## src/rtl/unified_mem_arbiter.sv

```systemverilog
// Shares one single-port memory between the instruction-fetch and load/store ports.
// Accesses are serialised through IDLE -> BUSY -> RESP with a wait-state timeout.
module unified_mem_arbiter #(
   parameter int ADDR_WIDTH = 32,
   parameter int DATA_WIDTH = 32,
   parameter int STARVE_MAX = 4,
   parameter int TIMEOUT    = 15
) (
   input  logic                  clk,
   input  logic                  rst,
   input  logic                  inst_req,
   input  logic [ADDR_WIDTH-1:0] inst_addr,
   output logic [DATA_WIDTH-1:0] inst_rdata,
   output logic                  inst_rdy,
   input  logic                  data_req,
   input  logic                  data_we,
   input  logic [ADDR_WIDTH-1:0] data_addr,
   input  logic [DATA_WIDTH-1:0] data_wdata,
   output logic [DATA_WIDTH-1:0] data_rdata,
   output logic                  data_rdy,
   output logic                  mem_ce,
   output logic                  mem_we,
   output logic [ADDR_WIDTH-1:0] mem_addr,
   output logic [DATA_WIDTH-1:0] mem_wdata,
   input  logic [DATA_WIDTH-1:0] mem_rdata,
   input  logic                  mem_ack,
   output logic                  err,
   output logic                  err_src,
   output logic [1:0]            dbg_state
);

   // Handshake: a requester holds req (and its address/data) until its rdy
   // pulses for one cycle; the arbiter never cancels an access once granted.

   localparam int WW = $clog2(TIMEOUT + 1);
   localparam int SW = $clog2(STARVE_MAX + 1);
   localparam logic [WW-1:0]         TIMEOUT_C = WW'(TIMEOUT);
   localparam logic [SW-1:0]         STARVE_C  = SW'(STARVE_MAX);
   localparam logic [DATA_WIDTH-1:0] NOP_INSN  = DATA_WIDTH'(32'h0000_0013);

   typedef enum logic [1:0] {
      ST_IDLE = 2'd0,
      ST_BUSY = 2'd1,
      ST_RESP = 2'd2
   } state_e;

   state_e                state_q, state_d;
   logic                  owner_q, owner_d;   // 0 = fetch, 1 = data
   logic                  we_q, we_d;
   logic [ADDR_WIDTH-1:0] addr_q, addr_d;
   logic [DATA_WIDTH-1:0] wdata_q, wdata_d;
   logic [DATA_WIDTH-1:0] inst_rdata_q, inst_rdata_d;
   logic [DATA_WIDTH-1:0] data_rdata_q, data_rdata_d;
   logic [WW-1:0]         wait_cnt_q, wait_cnt_d;
   logic [SW-1:0]         starve_cnt_q, starve_cnt_d;
   logic                  err_flag_q, err_flag_d;
   logic                  err_src_q, err_src_d;

   always_ff @(posedge clk or negedge rst) begin
      if (!rst) begin
         state_q      <= ST_IDLE;
         owner_q      <= 1'b0;
         we_q         <= 1'b0;
         addr_q       <= '0;
         wdata_q      <= '0;
         inst_rdata_q <= '0;
         data_rdata_q <= '0;
         wait_cnt_q   <= '0;
         starve_cnt_q <= '0;
         err_flag_q   <= 1'b0;
         err_src_q    <= 1'b0;
      end else begin
         state_q      <= state_d;
         owner_q      <= owner_d;
         we_q         <= we_d;
         addr_q       <= addr_d;
         wdata_q      <= wdata_d;
         inst_rdata_q <= inst_rdata_d;
         data_rdata_q <= data_rdata_d;
         wait_cnt_q   <= wait_cnt_d;
         starve_cnt_q <= starve_cnt_d;
         err_flag_q   <= err_flag_d;
         err_src_q    <= err_src_d;
      end
   end

   always_comb begin
      state_d      = state_q;
      owner_d      = owner_q;
      we_d         = we_q;
      addr_d       = addr_q;
      wdata_d      = wdata_q;
      inst_rdata_d = inst_rdata_q;
      data_rdata_d = data_rdata_q;
      wait_cnt_d   = wait_cnt_q;
      starve_cnt_d = starve_cnt_q;
      err_flag_d   = err_flag_q;
      err_src_d    = err_src_q;

      unique case (state_q)
         ST_IDLE: begin
            // Data has priority until it has beaten a waiting fetch STARVE_MAX times.
            if (data_req && (!inst_req || (starve_cnt_q != STARVE_C))) begin
               owner_d = 1'b1;
               we_d    = data_we;
               addr_d  = data_addr;
               wdata_d = data_wdata;
               state_d = ST_BUSY;
               if (inst_req && (starve_cnt_q != STARVE_C)) begin
                  starve_cnt_d = starve_cnt_q + SW'(1);
               end
            end else if (inst_req) begin
               owner_d      = 1'b0;
               we_d         = 1'b0;
               addr_d       = inst_addr;
               wdata_d      = '0;
               state_d      = ST_BUSY;
               starve_cnt_d = '0;
            end
         end
         ST_BUSY: begin
            if (mem_ack) begin
               if (!we_q) begin
                  if (owner_q) data_rdata_d = mem_rdata;
                  else         inst_rdata_d = mem_rdata;
               end
               err_flag_d = 1'b0;
               state_d    = ST_RESP;
            end else begin
               wait_cnt_d = wait_cnt_q + WW'(1);
               if (wait_cnt_d == TIMEOUT_C) begin
                  if (owner_q) data_rdata_d = '0;
                  else         inst_rdata_d = NOP_INSN;
                  err_src_d  = owner_q;
                  err_flag_d = 1'b1;
                  state_d    = ST_RESP;
               end
            end
         end
         ST_RESP: begin
            wait_cnt_d = '0;
            state_d    = ST_IDLE;
         end
         default: state_d = ST_IDLE;
      endcase
   end

   // Bus and completion signals are decoded from registered state only.
   assign mem_ce     = (state_q == ST_BUSY);
   assign mem_we     = mem_ce & we_q;
   assign mem_addr   = mem_ce ? addr_q  : '0;
   assign mem_wdata  = mem_ce ? wdata_q : '0;
   assign inst_rdy   = (state_q == ST_RESP) & ~owner_q;
   assign data_rdy   = (state_q == ST_RESP) &  owner_q;
   assign err        = (state_q == ST_RESP) & err_flag_q;
   assign err_src    = err_src_q;
   assign inst_rdata = inst_rdata_q;
   assign data_rdata = data_rdata_q;
   assign dbg_state  = state_q;

endmodule

```

## config.mk

```make
export PLATFORM = sky130hd
export DESIGN_NAME = unified_mem_arbiter
export DESIGN_NICKNAME = d
export VERILOG_FILES = /design/src/rtl/unified_mem_arbiter.sv
export SDC_FILE = /design/constraint.sdc
export NUM_CORES = 1
export LEC_CHECK = 0
export CAP_MARGIN = 20
export CORE_ASPECT_RATIO = 1.5
export CORE_MARGIN = 2
export CORE_UTILIZATION = 44
export CTS_BUF_LIST = sky130_fd_sc_hd__clkbuf_8
export CTS_CLUSTER_DIAMETER = 100
export DETAILED_ROUTE_END_ITERATION = 10
export PLACE_DENSITY = 0.83
export SYNTH_ARGS = -nofsm -noshare
export SYNTH_HDL_FRONTEND = slang
export SYNTH_SLANG_ARGS = --single-unit
```

## constraint.sdc

```tcl
create_clock -name clk -period 2.41 [get_ports clk]
set_input_delay 0.241 -clock clk [delete_from_list [all_inputs] [get_ports clk]]
set_output_delay 0.241 -clock clk [all_outputs]
set_load 0.05 [all_outputs]
```

Figure 1. Metal 1 (run 1).
The bar under the picture is 20 um long. Supply wires on this layer in grey.
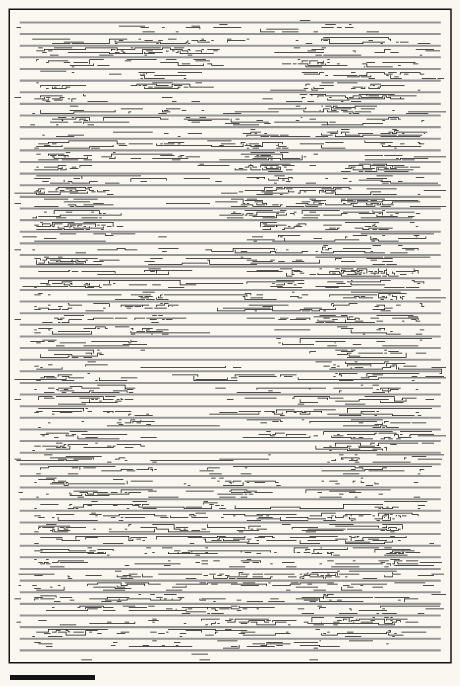
- nets with wire on the layer: 920
- wire length on this layer: 6850 um
- main direction: horizontal
- longest straight run: 30.8 um
- share of all routed wire: 37%
WL final: 18300 um
global routing usage on met1: 0.272

Figure 2. Metal 2 (run 1).
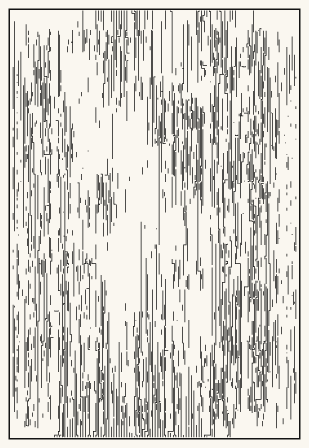
- share of all routed wire: 51%
- main direction: vertical
- longest straight run: 74.6 um
- wire length on this layer: 9400 um
met2 global-route usage: 0.416
DR vias: 5857

Figure 3. The metal 3 layer (run 1).
The bar under the picture is 20 um long.
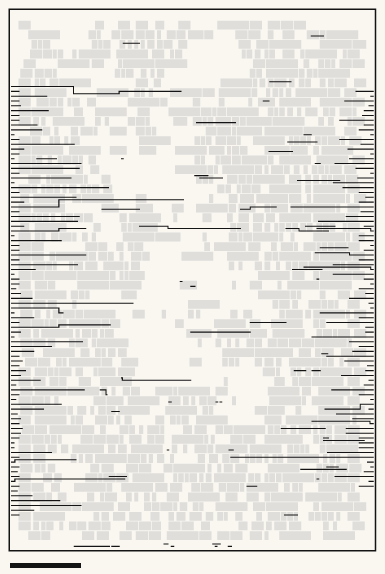
- nets with wire on the layer: 201
- longest straight run: 40.3 um
- wire length on this layer: 1610 um
- share of all routed wire: 8.8%
met3 usage: 0.0761

==> job_summary.md, run 1 <==
### Metrics collected by this job

| Metric | Value |
|---|---|
| Status | finished clean |
| Max FO, Critical Path | 50 |
| Flop share of the area | 0.363 |
| Chip area | 0.0157 mm2 |
| Clk pin slew, worst setup/hold paths | 0.08 ns |
| Combinational gate area | 0.00252 mm2 |
| R2R depth | 7 |
| Core area | 0.0145 mm2 |
| Setup crit start kind | register |
| Max Cap Viol | 0 |
| Area-dominant class | flip-flops and latches |
| Setup violators final | 0 |
| Largest net degree at the start of global routing | 93 |
| Crit path from | dbg_state[1]$_DFFE_PN0P_ |
| Area leader share | 0.545 |
| Router iterations before antenna repair | 5 |
| Tool Warnings | 29 |
| Levels on crit path | 5 |
| Final Skew | 0.0156 ns |
| Top delay family on crit path | buffers and inverters |
| Post-synth top area cell | dfrtp_1 |
| Fmax | 0.450 GHz |
| Total number of H-tree levels | 4 |
| Syn nets | 846 |
| Synthesized instance count | 708 |
| Die width | 103 um |
| CTS Buffer Depth | 2 |
| Commonest flop | dfrtp_1 |
| YS chip area | 0.00647 mm2 |
| Worst VDD drop | 0.000725 V |
| Worst setup margin | 0.187 ns |
| Cycle use final | 0.922 |
| Min-delay worst type | input pin to register |
| Syn_area_per_cell | 9.14 um2 |
| Post-synth seq share | 0.545 |
| Share of cells above drive strength 1 | 0.128 |
[run 1: logic make-up (layout without fill, tap and decap cells)]
kind of cell | Yosys count | after routing | share of synthesized area
AOI/OAI and AO/OA | 157 | 157 | 0.133
adders and majority gates | 4 | 4 | 0.00774
buffers and inverters | 117 | 387 | 0.0712
DFF | 141 | 141 | 0.545
muxes | 33 | 33 | 0.0512
and+or+nand+nor | 256 | 256 | 0.192
[run 1: where the power goes]
part           internal, uW  switching (uW)
combinational          2600            5480
clock                  1080             945
sequential             3500             636
total                  7180            7060
[run 1: synthesized netlist by cell type, types with 4 or more instances]
master,count
nand3_1,62
o21ai_1,11
nor3_1,7
mux2i_1,32
and2_1,65
nand2_1,110
inv_1,69
clkbuf_1,36
buf_2,7
dfrtp_1,141
ha_1,4
a21oi_1,4
o21ai_0,120
[run 1: routing by layer]
layer	vias to the layer above	wire length (um)	track usage
li1	2836	-	-
met1	2737	6850	0.272
met2	253	9400	0.416
met3	31	1610	0.0761
met4	0	487	0.0902
met5	-	0	0
[run 1: stage by stage]
step | power (uW) | util | cells | cell area, um2 | TNS, ns
after floorplan | 9410 | - | 708 | 6470 | -0.0330
after global placement | 12100 | 0.642 | 1142 | 9280 | 0
after detailed placement | 12300 | 0.642 | 1142 | 9280 | 0
after CTS | 14400 | 0.671 | 1174 | 9710 | 0
after global routing | 15100 | 0.672 | 1174 | 9710 | 0
final | 14200 | 0.672 | 1174 | 9710 | 0
[run 1: worst max-delay path by stage]
stage / endpoint / slack (ns)
after floorplan: data_rdy / -0.02
after global placement: data_rdy / 0.43
after detailed placement: data_rdata[18]$_DFFE_PN0P_ / 0.27
after CTS: err / 0.02
after global routing: mem_addr[7] / 0.05
final: mem_addr[7] / 0.19
==> run 1 -> run 2 <==
Settings changed: CORE_UTILIZATION 44 to 40, PLACE_DENSITY 0.83 to 0.8.
Clock period 2.41 ns to 1.9 ns, I/O delays scaled along.
==> job_summary.md, run 2 <==
### Metrics collected by this job

| Metric | Value |
|---|---|
| Top Layer Used | met4 (unchanged) |
| Setup violators final | 0 (unchanged) |
| Total number of H-tree levels | 4 (unchanged) |
| Commonest flop | dfrtp_1 (unchanged) |
| Status | finished clean (unchanged) |
| Fmax | 0.549 GHz |
| Share of cells above drive strength 1 | 0.191 (was 0.128) |
| Final instance area | 0.0108 mm2 (was 0.00971 mm2) |
| Count leader, synth | dfrtp_1 (unchanged) |
| Adder-Cell Fraction of Synth Area | 0.00774 (unchanged) |
| Global routing usage on met1 | 0.246 (was 0.272) |
| Power Total | 20000 uW (was 14200 uW) |
| Cycle use final | 0.959 |
| Worst VDD drop | 0.000946 V (was 0.000725 V) |
| Synthesized instance count | 708 (unchanged) |
| Setup crit start kind | register (unchanged) |
| Levels on crit path | 1 (was 5) |
| Placed cell area | 0.0103 mm2 (was 0.00928 mm2) |
| Post-synth top area cell | dfrtp_1 (unchanged) |
| Setup crit end | data_rdata[30] (was mem_addr[7]) |
| Metal3 WL | 1640 um (was 1610 um) |
| Post-synth seq share | 0.545 (unchanged) |
| Top delay family on crit path | buffers and inverters (unchanged) |
| Metal1 wirelength | 6880 um (was 6850 um) |
| Synth Area in XOR/XNOR | 0 (unchanged) |
| Comb area leader | simple AND/OR/NAND/NOR gates (unchanged) |
| Tool Warnings | 32 (was 29) |
| Syn_area_per_cell | 9.14 um2 (unchanged) |
| Synth mux share | 0.0512 (unchanged) |
| Die width | 108 um (was 103 um) |
| R2R depth | 7 (unchanged) |
| Area leader share | 0.545 (unchanged) |
| CTS Buffer Depth | 2 (unchanged) |
| Final Skew | 0.0155 ns (was 0.0156 ns) |
| Largest net degree at the start of global routing | 101 (was 93) |
| Gr busiest metal | met2 (unchanged) |
| Top cells by count | dfrtp_1 (141), o21ai_0 (120), nand2_1 (110) (unchanged) |
| Routed wl met2 | 9440 um (was 9400 um) |
| Min-delay worst type | input pin to register (unchanged) |
| Max FO, Critical Path | 2 (was 50) |
| Syn nets | 846 (unchanged) |
-- run 2: cell counts after synthesis --
No cell type changed its count.
-- run 2: what timing repair did --
item | 4_1_cts | 5_1_grt
endpoints found under the setup margin | 129 | 83
buffers inserted | 3 | 0
cloned | 1 | 0
hold buffers | 1 | 0
gates resized | 10 | 24
pin swaps | 0 | 2
hold endpoints to repair | 39 | 0
-- run 2: final cells by class --
type,instances,area (um2)
clock inverters,14,149
fillers,1228,5240
multi-input cells,450,2660
flip-flops and latches,141,3530
well taps,206,258
clock buffers,18,248
inverters,69,267
repair buffers,296,3700
-- run 2: how the worst min path moves through the flow --
stage	from	endpoint	slack, ns	cells past startpoint
after CTS	mem_ack	dbg_state[0]$_DFFE_PN0P_	0.1	2
after global placement	rst	data_rdata[15]$_DFFE_PN0P_	0.13	1
final	mem_ack	dbg_state[0]$_DFFE_PN0P_	0.15	2
after detailed placement	rst	data_rdata[18]$_DFFE_PN0P_	0.13	1
after floorplan	rst	addr_q[0]$_DFFE_PN0P_	-0.11	0
after global routing	mem_ack	err_flag_q$_DFFE_PN0P_	0.14	3
-- run 2: per-stage QoR --
stage	utilization	hold WS, ns	std cells	setup WS (ns)	TNS, ns
4_1_cts	0.670	0.0997	1194	-0.0327	-0.465
2_1_floorplan	-	-0.106	708	0.0585	0
3_5_place_dp	0.639	0.132	1157	-0.0800	-3.31
6_report	0.674	0.149	1194	0.0774	0
5_1_grt	0.674	0.143	1194	-0.00561	-0.0279
3_3_place_gp	0.639	0.126	1157	0.0461	0
-- run 2: power breakdown --
part	internal [uW]	switching [uW]
Sequential	4440	785
Clock	1120	1290
Combinational	4960	7400
Total	10500	9480
Figure 4. Metal 2 (run 2).
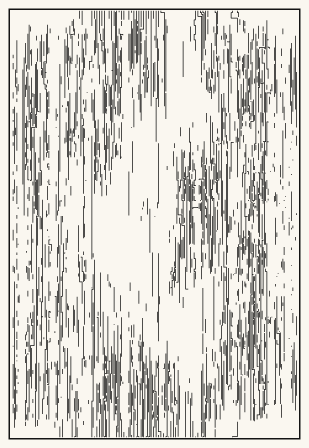
- longest straight run: 65.3 um
- share of all routed wire: 51%
- wire length on this layer: 9440 um
met2 global-route usage: 0.379
WL final: 18400 um
DR vias: 5929

Power and IR drop assume default switching activity.
